--- config.mk ---
export PLATFORM = sky130hd
export DESIGN_NAME = vga_timing_ctrl
export DESIGN_NICKNAME = d
export VERILOG_FILES = /design/src/rtl/vga_timing_ctrl.sv
export SDC_FILE = /design/constraint.sdc
export NUM_CORES = 1
export LEC_CHECK = 0
export ABC_AREA = 1
export CAP_MARGIN = 10
export CORE_MARGIN = 4
export CORE_UTILIZATION = 30
export CTS_BUF_LIST = sky130_fd_sc_hd__clkbuf_8 sky130_fd_sc_hd__clkbuf_16
export DETAILED_ROUTE_END_ITERATION = 16
export PLACE_DENSITY = 0.54
export SETUP_SLACK_MARGIN = 0.3
export SYNTH_ARGS = -nofsm -noshare
export SYNTH_HDL_FRONTEND = slang
export SYNTH_SLANG_ARGS = --single-unit
--- constraint.sdc ---
create_clock -name clk -period 3.4 [get_ports clk]
set_input_delay 0.68 -clock clk [delete_from_list [all_inputs] [get_ports clk]]
set_output_delay 0.68 -clock clk [all_outputs]
set_load 0.05 [all_outputs]
--- src/rtl/vga_timing_ctrl.sv ---
// VGA raster timing, pixel addressing and latency-aligned RGB output.
// Build option VGA_TEST_PATTERN_EN replaces vga_data with 8 colour bars.
module vga_timing_ctrl #(
  parameter int H_DISP  = 640,
  parameter int H_FP    = 16,
  parameter int H_SYNC  = 96,
  parameter int H_BP    = 48,
  parameter int V_DISP  = 480,
  parameter int V_FP    = 10,
  parameter int V_SYNC  = 2,
  parameter int V_BP    = 33,
  parameter int PIX_LAT = 1
) (
  input  logic        clk,
  input  logic        rst,
  output logic [9:0]  h_addr,
  output logic [9:0]  v_addr,
  input  logic [23:0] vga_data,
  output logic        frame_start,
  output logic        hsync,
  output logic        vsync,
  output logic        valid,
  output logic [7:0]  vga_r,
  output logic [7:0]  vga_g,
  output logic [7:0]  vga_b
);

  localparam int H_TOTAL = H_SYNC + H_BP + H_DISP + H_FP;
  localparam int V_TOTAL = V_SYNC + V_BP + V_DISP + V_FP;
  localparam int H_ACT   = H_SYNC + H_BP;
  localparam int V_ACT   = V_SYNC + V_BP;

  localparam logic [9:0] H_TOT_M1 = 10'(H_TOTAL - 1);
  localparam logic [9:0] V_TOT_M1 = 10'(V_TOTAL - 1);
  localparam logic [9:0] H_SYN_W  = 10'(H_SYNC);
  localparam logic [9:0] V_SYN_W  = 10'(V_SYNC);
  localparam logic [9:0] H_ACT_S  = 10'(H_ACT);
  localparam logic [9:0] V_ACT_S  = 10'(V_ACT);
  localparam logic [9:0] H_LAST   = 10'(H_ACT + H_DISP - 1);
  localparam logic [9:0] V_LAST   = 10'(V_ACT + V_DISP - 1);

`ifdef VGA_TEST_PATTERN_EN
  localparam int PW = 13;
`else
  localparam int PW = 3;
`endif
  // Pipeline word: low bits are {hs, vs, act}; idle is sync high, act low.
  localparam logic [PW-1:0] IDLE = PW'(3'b110);

  logic [9:0]    h_cnt;
  logic [9:0]    v_cnt;
  logic          hs_raw;
  logic          vs_raw;
  logic          act_raw;
  logic          act_out;
  logic [PW-1:0] raw;
  logic [PW-1:0] dly;
  logic [23:0]   pix;

  always_ff @(posedge clk) begin
    if (rst) begin
      h_cnt <= '0;
      v_cnt <= '0;
    end else if (h_cnt == H_TOT_M1) begin
      h_cnt <= '0;
      v_cnt <= (v_cnt == V_TOT_M1) ? '0 : v_cnt + 10'd1;
    end else begin
      h_cnt <= h_cnt + 10'd1;
    end
  end

  assign hs_raw  = !(h_cnt < H_SYN_W);
  assign vs_raw  = !(v_cnt < V_SYN_W);
  assign act_raw = (h_cnt >= H_ACT_S) && (h_cnt <= H_LAST) &&
                   (v_cnt >= V_ACT_S) && (v_cnt <= V_LAST);
  assign act_out = act_raw && !rst;

  assign h_addr      = act_out ? h_cnt - H_ACT_S : '0;
  assign v_addr      = act_out ? v_cnt - V_ACT_S : '0;
  assign frame_start = (h_cnt == '0) && (v_cnt == '0) && !rst;

`ifdef VGA_TEST_PATTERN_EN
  assign raw = {h_addr, hs_raw, vs_raw, act_raw};
`else
  assign raw = {hs_raw, vs_raw, act_raw};
`endif

  generate
    if (PIX_LAT == 0) begin : g_nolat
      assign dly = raw;
    end else begin : g_lat
      logic [PW-1:0] sr [PIX_LAT];
      always_ff @(posedge clk) begin
        if (rst) begin
          for (int i = 0; i < PIX_LAT; i++)
            sr[i] <= IDLE;
        end else begin
          sr[0] <= raw;
          for (int i = 1; i < PIX_LAT; i++)
            sr[i] <= sr[i-1];
        end
      end
      assign dly = sr[PIX_LAT-1];
    end
  endgenerate

`ifdef VGA_TEST_PATTERN_EN
  localparam int BAR_W = H_DISP / 8;
  logic [2:0]  bar;
  logic [23:0] unused_data;
  assign unused_data = vga_data;
  assign bar = 3'(dly[12:3] / 10'(BAR_W));

  always_comb begin
    pix = 24'h000000;
    case (bar)
      3'd0:    pix = 24'hFFFFFF;
      3'd1:    pix = 24'hFFFF00;
      3'd2:    pix = 24'h00FFFF;
      3'd3:    pix = 24'h00FF00;
      3'd4:    pix = 24'hFF00FF;
      3'd5:    pix = 24'hFF0000;
      3'd6:    pix = 24'h0000FF;
      default: pix = 24'h000000;
    endcase
  end
`else
  assign pix = vga_data;
`endif

  // Blanking forces RGB to zero so nothing leaks onto the DAC.
  always_ff @(posedge clk) begin
    if (rst) begin
      hsync <= 1'b1;
      vsync <= 1'b1;
      valid <= 1'b0;
      {vga_r, vga_g, vga_b} <= '0;
    end else begin
      hsync <= dly[2];
      vsync <= dly[1];
      valid <= dly[0];
      {vga_r, vga_g, vga_b} <= dly[0] ? pix : 24'h0;
    end
  end

endmodule

run_1/detail.png
The bar under the picture is 10 um long. Region (34, 34) to (64, 64) um. Cells in gray, sequential cells in the stronger gray; small squares are vias.
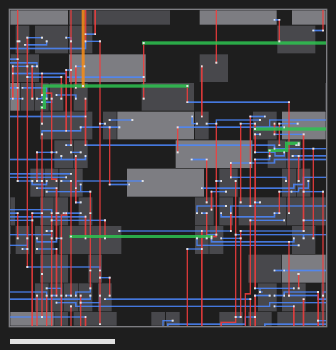
- green: metal 3
- red: metal 2
- orange: metal 4
- blue: metal 1
- sequential cells in the window: 9
- most frequent: nand2_1 (17), dfxtp_1 (9), nor2_1 (6)
- cells with their middle in the window: 66
- netlist names of flops here include: `g_lat.sr` (3), `h_cnt` (2), `v_cnt` (2)

run_1/layer_met1.png
Supply wires on this layer in gray.
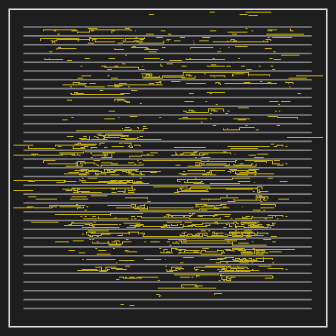
- longest straight run: 21.2 um
- share of all routed wire: 44%
- nets with wire on the layer: 408
- wire length on this layer: 2,640 um
- main direction: horizontal

==> summary.txt, run 1 <==
Purpose: to document the outcome of synthesis and place and route.

Run status
The run finished with clean final reports.

Power and ir drop
The top power consumer group is registers. The power attributed to the clock group is 373 uW. Per report_power, the Combinational row totals 76.1 uW.

Power comes to around 1000 uW.

Setup path
The gate family responsible for the most delay along the worst path is simple AND/OR/NAND/NOR gates. The most critical setup path has its startpoint at h_cnt[4]. The timing endpoint of the critical path is v_addr[5]. The count of cell instances traversed by the critical path is 12. The worst setup path is of the flip-flop to output pin kind.

The data arrival time at the worst-slack endpoint is between 2 and 2.5 ns. The startpoint type of the worst setup path is a flip-flop.

Finish
The finished layout reports a core utilization of 46.12%. Per the final layout report, the fraction of cells sized above drive strength 1 comes to 19.47%.

Global route
The global routing stage identified its most utilized layer as met2. The global routing report lists met3 layer usage as 2.714%. The wire length of the first global-routing pass is about 9900 um.

Synth
The commonest cells after synthesis are sky130_fd_sc_hd__nand2_1, sky130_fd_sc_hd__nor2_1, sky130_fd_sc_hd__inv_1. After synthesis the netlist holds a flip-flop and latch count of 50. The post-synth tally of flip-flops with integrated enable is 0. The net count after synthesis is roughly 370. The distinct cell type count of the synthesized netlist is 29.

CTS
The clock edge transition at the registers on the reported setup and hold paths is 0.09 ns. The clock tree buffer depth is 2.

Die
The overall chip area is 9558 um^2. The floorplan-stage core utilization is a little under a third. According to the floorplan report, the placeable core area is roughly 8000 um^2.

Routing
Per the detail_route log, met2 wirelength is 3091 um. The first routing iteration left 80 violations. The routed wire length per instance is 11.61 um.

Place
The placement stage leaves a total instance area of 3465 um^2. Per the gpl log, the routability congestion estimate is 0.8594.

Timing
Timing would allow up to 349.2 MHz. Across the routed clock network, the largest skew measured is roughly 0.0066 ns. The hold violation total from the final report is 0.
run_1/io_fan.png
The bar under the picture is 20 um long.
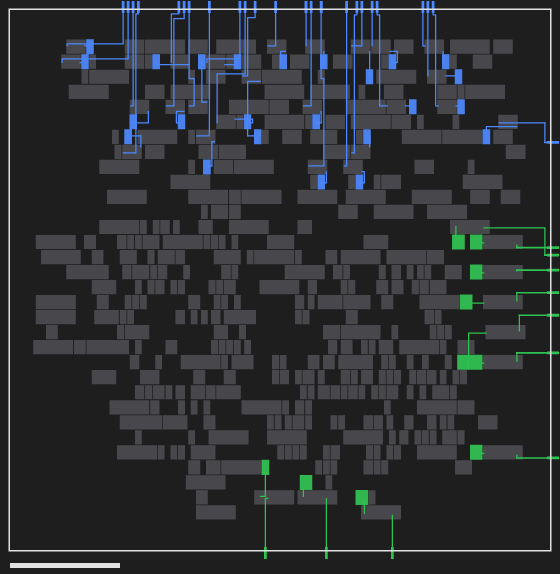
- green: `v_addr` (bits 10; direction output; edge 7 right, 3 bottom; end cells 10; buffers 10; wire 106 um)
- blue: `vga_data` (bits 24; direction input; edge 23 top, 1 right; end cells 24; buffers 24; wire 511 um)
Port Buffers: 73
I/O pin cnt: 74

==> run 1: area by class of cell <==
cell class	count	area, um^2	area share [%]
Multi-Input combinational cell	220	1144	31.92
Clock buffer	6	82.58	2.305
Inverter	60	225.2	6.287
Clock inverter	2	16.27	0.4541
Timing Repair Buffer	78	982.2	27.42
Tap cell	102	127.6	3.563
Sequential cell	50	1005	28.05
==> run 1: cell families after synthesis <==
group / count (synthesis) / share of synthesized area [%]
and+or+nand+nor: 182 / 34.68
buffers and inverters: 67 / 11.75
AOI/OAI and AO/OA: 22 / 5.124
DFF: 50 / 41.41
xor gates and xnor gates: 8 / 2.899
adders and majority gates: 8 / 4.141
--- run 2 (diff from run 1) ---
clock period = 3 ns   (was 3.4 ns; I/O delays follow)
run_2/wires.png
Two of the layers only.
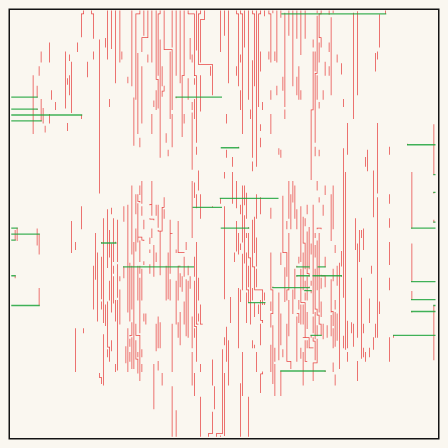
- red: metal 2 (wire length 3,230 um)
- green: metal 3 (wire length 209 um)
via count: 2,256
WL per Instance: 11.89 um
WL final: 6208 um

run_2/clocks.png
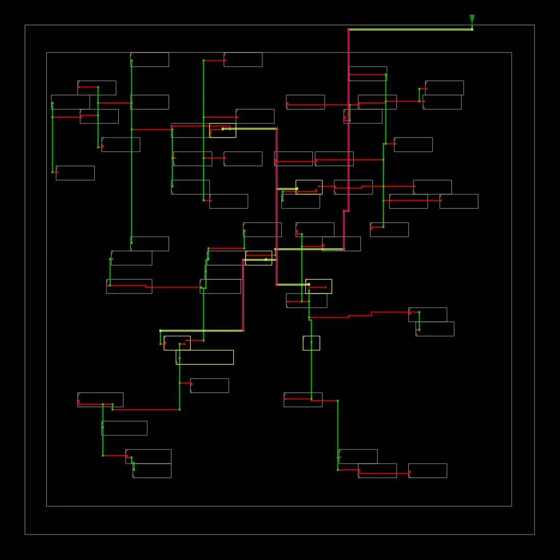
Latency at later pin: 0.30 ns
CTS Sinks: 50
total of clock buffers placed in the layout: 5
count of sequential standard cells: 50
CTS Buf Count: 5

run_2/detail.png
The bar under the picture is 10 um long. Region (34, 34) to (64, 64) um. Cells in gray, sequential cells in the stronger gray; small squares are vias.
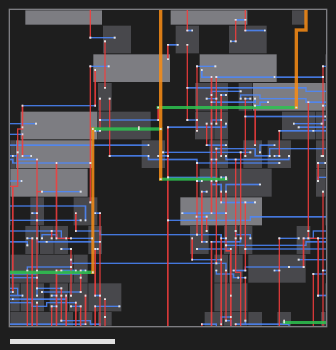
- green: metal 3
- orange: metal 4
- blue: metal 1
- red: metal 2
- most frequent: nand2_1 (12), dfxtp_1 (7), inv_1 (5)
- netlist names of flops here include: `v_cnt` (3), `g_lat.sr` (2), `h_cnt` (2)
- cells with their middle in the window: 57
- sequential cells in the window: 9

==> run 2 against run 1 <==
Compared with the run above: first-iteration DRC count fell by 48%; total power rose by 19%; clock skew fell by 0.0020 ns; synthesized cell count did not move; global-route usage rose by 0.057 points; final cell count rose by 0.77%; combinational power rose by 17%; setup slack got worse by 0.12 ns; flip-flop count did not move; highest routed layer unchanged.
==> summary.txt, run 2 <==
Purpose: to document the outcome of synthesis and place and route.

Power and ir drop
The combinational share of power is 7.2% (was 7.3%). The power attributed to the clock group was 476 uW (was 373 uW). The power dissipated in sequential cells is 674 uW (was 595 uW).

The largest vdd supply drop is 0.1815 mV (was 0.1664 mV). The total combinational power is 89.0 uW (was 76.1 uW). The net load switching power was 276.6 uW (was 242.2 uW). The top power consumer group is registers (unchanged).

The static power due to leakage is 0.001680 uW (was 0.001628 uW). The proportion of power drawn by flip-flops and latches is 54.4% (was 57.0%). The clock share of power came to 38.4% (was 35.7%). The total power of the final layout is 1239 uW (was 1044 uW).

Global route
The global routing usage on met2 came to 22.93% (was 22.51%). The number of antenna violations at the first check in global routing came to 0 (unchanged). The met3 track demand over resource in global routing was 2.857% (was 2.714%). The total global routing overflow is 0 (unchanged). The peak-usage layer in the global routing report is met2 (unchanged). The met1 global-route usage was 14.95% (was 15.85%). The wire length of the first global-routing pass is 9936 um (was 9949 um).

Setup path
The peak fanout along the critical path is 8 (unchanged). The gate family responsible for the most delay along the worst path is simple AND/OR/NAND/NOR gates (unchanged). The timing endpoint of the critical path is v_addr[3] (was v_addr[5]). The startpoint of the worst setup timing path is h_cnt[4] (unchanged).

The count of cell instances traversed by the critical path is 10 (was 12). The startpoint type of the worst setup path is a flip-flop (unchanged). The class of the most critical setup path is flip-flop to output pin (unchanged). The worst flop-to-flop path startpoint is h_cnt[0] (was h_cnt[1]). The combined buffer and inverter count along the critical path came to 3 (was 4). The data arrival time at the worst-slack endpoint is 1.98 ns (was 2.18 ns). The standard cell with the maximum stage delay on the critical path is sky130_fd_sc_hd__dfxtp_4 (was sky130_fd_sc_hd__dfxtp_2).

CTS
The library cell used as clock root buffer is sky130_fd_sc_hd__clkbuf_8 (unchanged). The clock tree buffer depth was 2 (unchanged). The TritonCTS clock tree is yes (unchanged). The number of instances resized during post-cts repair is 13 (was 0). The clock edge transition at the registers on the reported setup and hold paths is 0.09 ns (about the same). The number of buffers inserted by hold repair at cts is 0 (unchanged).

Die
The I/O pin count is 74 (unchanged). The floorplan-stage core utilization is 31.12% (unchanged). The total core area was 7767 um^2 (unchanged). The die height is 97.77 um (unchanged). The overall chip area was 9558 um^2 (unchanged).

Timing
The worst-margin pin slew came to 0.5425 ns (was 0.5314 ns). The highest attainable clock frequency is between 300 and 400 MHz. After layout, the minimum clock period comes to roughly 2.6 ns. The hold violation total from the final report came to 0 (unchanged). The setup TNS came to 0 ns (unchanged). The final-report max-slew violation count came to 0 (unchanged). The setup skew after layout is 0.004616 ns (was 0.006646 ns).

Job
The max-capacitance violation count is 0 (unchanged).

Routing
The number of remaining DRC errors is 0 (unchanged). The detail-routed via count per cell is 4.322 (was 4.261). The number of nets still failing antenna checks after routing was 0 (unchanged). The number of violations reported at the end of detailed-routing iteration 0 is 42 (was 80). The number of optimization iterations in the first detailed-route pass is 4 (unchanged).

Finish
Top flop regs: h_cnt (10), v_cnt (10) (unchanged). The share of cells above drive strength 1 is 24.76% (was 19.47%). The design area came to 3834 um^2 (was 3582 um^2). The final core utilization is 49.36% (was 46.12%). The number of antenna diodes is 0 (unchanged). The filler cell count came to 763 (was 799).

Place
The port buffer count is 73 (unchanged). The cell area reported after detailed placement came to 3471 um^2 (was 3465 um^2). The placer's final routability congestion estimate is 0.8629 (was 0.8594). The number of instances in the placed design was 510 (unchanged).

Synth
The xor/xnor cell area share of the yosys netlist came to 2.899% (unchanged). The dominant non-sequential cell family after synthesis is simple AND/OR/NAND/NOR gates (unchanged). The yosys warning tally was 0 (unchanged). The post-synthesis net count is 371 (unchanged). The fraction of the mapped netlist area in compound gates is 5.124% (unchanged). The mean instance size in the synthesized netlist is 7.173 um^2 (unchanged). The most used flip-flop cell is sky130_fd_sc_hd__dfxtp_1 (unchanged). The distinct cell type count of the synthesized netlist is 29 (unchanged).

The multiplexer share of the synthesized area is 0% (unchanged). Top area cell types: sky130_fd_sc_hd__dfxtp_1, sky130_fd_sc_hd__nand2_1, sky130_fd_sc_hd__nor2_1 (unchanged). The area fraction in full adders, half adders and majority gates is 4.141% (unchanged). The total standard cell area after synthesis was 2417 um^2 (unchanged). The post-synthesis share of cell area spent on and, or, nand and nor gates came to 34.68% (unchanged). The dominant cell type by area after synthesis is sky130_fd_sc_hd__dfxtp_1 (unchanged). Leading cell types by count after synthesis: sky130_fd_sc_hd__nand2_1, sky130_fd_sc_hd__nor2_1, sky130_fd_sc_hd__inv_1 (unchanged).

The async set-reset flop share out of synthesis was 0% (unchanged). The number of flip-flops and latches in the synthesized netlist came to 50 (unchanged). The post-synth tally of flip-flops with integrated enable is 0 (unchanged).

Run status
Run status: complete, no violations (unchanged).
run 2: cell counts after synthesis:
Identical to the previous run, type by type.
run 2: per-layer routing:
layer  vias to the layer above  wire length, um
met3                        10              208
met5                         -                0
li1                       1191                -
met2                        45             3227
met4                         0              110
met1                      1010             2661
run 2: layout make-up:
type | count | area [um^2] | area share [%]
sequential | 50 | 1020 | 26.60
clock buffer | 5 | 68.82 | 1.795
inverter | 60 | 232.7 | 6.070
timing repair buffer | 83 | 1044 | 27.22
tap | 102 | 127.6 | 3.329
multi-input combinational | 220 | 1303 | 33.98
clock inverter | 2 | 38.79 | 1.012
run 2: cell families (layout without fill, tap and decap cells):
group | after synthesis | after routing
fa+ha+maj | 8 | 8
flops | 50 | 50
buf+inv | 67 | 150
compound gates | 22 | 22
simple gates | 182 | 182
xor+xnor | 8 | 8
--- run 3 (diff from run 2) ---
PLACE_DENSITY = 0.56   (was 0.54)
clock period = 2.1 ns   (was 3 ns; I/O delays follow)
run_3/wires.png
Two of the layers only.
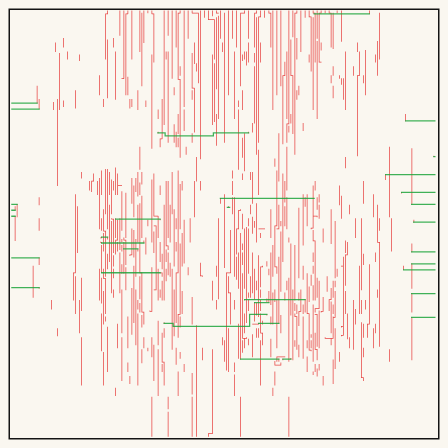
- red: metal 2 (wire length 3,580 um)
- green: metal 3 (wire length 244 um)
via count: 2,355
Total GRT Usage: 13.56%
WL final: 6584 um

run_3/detail.png
The bar under the picture is 10 um long. Region (34, 34) to (64, 64) um. Cells in gray, sequential cells in the stronger gray; small squares are vias.
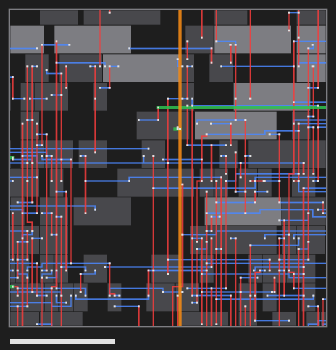
- orange: metal 4
- green: metal 3
- red: metal 2
- blue: metal 1
- netlist names of flops here include: `g_lat.sr` (2), `v_cnt` (2)
- most frequent: nand2_1 (12), buf_4 (10), dfxtp_1 (5)
- cells with their middle in the window: 70
- sequential cells in the window: 6

run_3/clocks.png
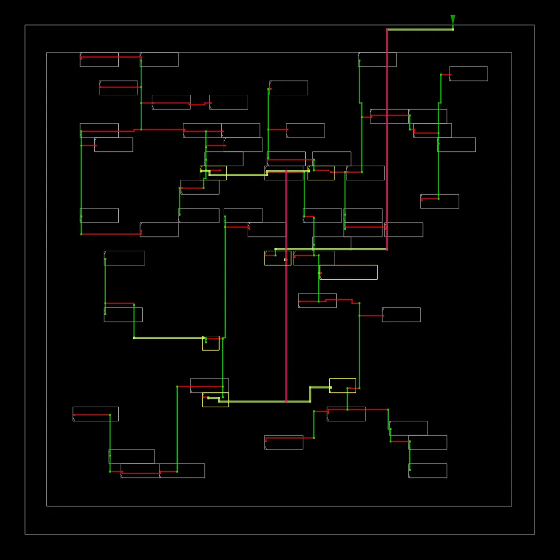
Clk power: 683 uW
Latency at later pin: 0.31 ns

==> run 3 against run 2 <==
Compared with the run above: global-route usage up 0.78 points; the flow now finishes with violations (setup timing); cell area grew 4.4%; first-iteration DRC count grew 29%; non-clock buffer count increased by 21; utilization grew 2.2 points; highest routed layer unchanged; synthesized area did not move; largest cell class unchanged.
==> summary.txt, run 3 <==
Purpose: to document the outcome of synthesis and place and route.

Finish
The design area is 4001 um^2 (was 3834 um^2). The filler cell count was 771 (was 763). The final core utilization is 51.51% (was 49.36%).

The number of antenna diodes is 0 (unchanged). Top flop regs: h_cnt (10), v_cnt (10) (unchanged). The share of cells above drive strength 1 is 28.80% (was 24.76%).

Routing
The routed wire length per instance is 12.13 um (was 11.89 um). The number of remaining DRC errors is 0 (unchanged). The number of optimization iterations in the first detailed-route pass is 5 (was 4). The detail-routed via count per cell is 4.337 (was 4.322). The number of violations reported at the end of detailed-routing iteration 0 is 54 (was 42).

Timing
The final tally of setup violations is 21 (was 0). The flow reports an fmax of 422.2 MHz. The final-report max-slew violation count is 0 (unchanged).

The setup TNS is -5.094 ns (was 0 ns). The hold violation total from the final report is 0 (unchanged). For the finished layout, the period the worst path requires is roughly 2.4 ns. In the finished design, the share of the clock period the worst path needs comes to 112.8%.

The worst-margin pin slew is 0.5303 ns (was 0.5425 ns). The worst slew margin relative to its limit was 64.79% (was 63.72%). The setup slack of the critical path after layout was -0.2688 ns (was 0.4211 ns).

Setup path
The startpoint type of the worst setup path is a flip-flop (unchanged). The count of cell instances traversed by the critical path was 10 (unchanged). The worst flop-to-flop path startpoint is h_cnt[1] (was h_cnt[0]). The timing endpoint of the critical path is v_addr[2] (was v_addr[3]).

The reg-to-reg endpoint is v_cnt[5] (was v_cnt[4]). The standard cell with the maximum stage delay on the critical path is sky130_fd_sc_hd__dfxtp_2 (was sky130_fd_sc_hd__dfxtp_4). The combined buffer and inverter count along the critical path is 3 (unchanged).

The startpoint of the worst setup timing path is h_cnt[5] (was h_cnt[4]). The peak fanout along the critical path was 7 (was 8). The data arrival time at the worst-slack endpoint came to 1.95 ns (was 1.98 ns).

The class of the most critical setup path is flip-flop to output pin (unchanged). The gate family responsible for the most delay along the worst path is simple AND/OR/NAND/NOR gates (unchanged).

Global route
The total global routing overflow is 0 (unchanged). The number of antenna violations at the first check in global routing is 0 (unchanged). The wire length of the first global-routing pass is 10,590 um (was 9936 um).

Synth
The yosys warning tally is 0 (unchanged). Top area cell types: sky130_fd_sc_hd__dfxtp_1, sky130_fd_sc_hd__nand2_1, sky130_fd_sc_hd__nor2_1 (unchanged). The mean instance size in the synthesized netlist was 7.173 um^2 (unchanged). Leading cell types by count after synthesis: sky130_fd_sc_hd__nand2_1, sky130_fd_sc_hd__nor2_1, sky130_fd_sc_hd__inv_1 (unchanged). The post-synthesis net count came to 371 (unchanged). The distinct cell type count of the synthesized netlist is 29 (unchanged). The number of flip-flops and latches in the synthesized netlist is 50 (unchanged). The post-synthesis share of cell area spent on and, or, nand and nor gates was 34.68% (unchanged). The post-synth tally of flip-flops with integrated enable is 0 (unchanged). The fraction of the mapped netlist area in compound gates is 5.124% (unchanged).

The most used flip-flop cell is sky130_fd_sc_hd__dfxtp_1 (unchanged). The total standard cell area after synthesis is 2417 um^2 (unchanged). The xor/xnor cell area share of the yosys netlist came to 2.899% (unchanged). The dominant cell type by area after synthesis is sky130_fd_sc_hd__dfxtp_1 (unchanged). The dominant non-sequential cell family after synthesis is simple AND/OR/NAND/NOR gates (unchanged). The multiplexer share of the synthesized area is 0% (unchanged). The async set-reset flop share out of synthesis is 0% (unchanged).

Die
The total core area is 7767 um^2 (unchanged). The die height is 97.77 um (unchanged). The floorplan-stage core utilization came to 31.12% (unchanged). The I/O pin count is 74 (unchanged).

CTS
The library cell used as clock root buffer is sky130_fd_sc_hd__clkbuf_8 (unchanged). The clock tree buffer depth came to 2 (unchanged). The number of buffers inserted by hold repair at cts was 0 (unchanged). The TritonCTS clock tree was yes (unchanged).

The number of buffers created by CTS is 5 (unchanged). The clock edge transition at the registers on the reported setup and hold paths is 0.09 ns (about the same). The clock sink count is 50 (unchanged).

Power and ir drop
The net load switching power is 402.0 uW (was 276.6 uW). The power dissipated in sequential cells is 964 uW (was 674 uW). The largest vdd supply drop is 0.2378 mV (was 0.1815 mV). The total power of the final layout came to 1786 uW (was 1239 uW). The static power due to leakage came to 0.001925 uW (was 0.001680 uW). The proportion of power drawn by flip-flops and latches came to 54.0% (was 54.4%).

The combinational share of power is 7.8% (was 7.2%). The total combinational power is 139 uW (was 89.0 uW). The top power consumer group is registers (unchanged).

The clock share of power was 38.3% (was 38.4%).

Run status
The final reports fail on setup timing. Run status: complete, but fails checks (was complete, no violations).

Place
The port buffer count is 73 (unchanged). The number of instances in the placed design is 522 (was 510).

Worst hold path
The hold-critical path depth is 1 (unchanged).

Job
The max-capacitance violation count was 0 (unchanged).
[run 3: cell counts after synthesis]
No cell type changed its count.
[run 3: routing by layer]
layer	part of all wire (%)	GRT usage, %
met5	0	0
met4	1.3	4.153
met3	3.7	2.714
met2	54	25.36
met1	41	15.42
[run 3: cell type report]
| cell class | instances | area, um^2 | area share [%] |
|---|---|---|---|
| clock buffers | 5 | 68.82 | 1.720 |
| clock inverters | 2 | 38.79 | 0.9694 |
| inverters | 60 | 232.7 | 5.816 |
| multi-input cells | 220 | 1336 | 33.40 |
| flip-flops and latches | 50 | 1016 | 25.39 |
| well taps | 102 | 127.6 | 3.189 |
| repair buffers | 104 | 1181 | 29.52 |
[run 3: repair_timing]
action                     in CTS  in global routing
gates resized                  36                  9
cloned                          0                  1
pin swaps                       2                  7
setup buffers                   9                  4
setup endpoints to repair      48                 25
Power and IR drop assume default switching activity.
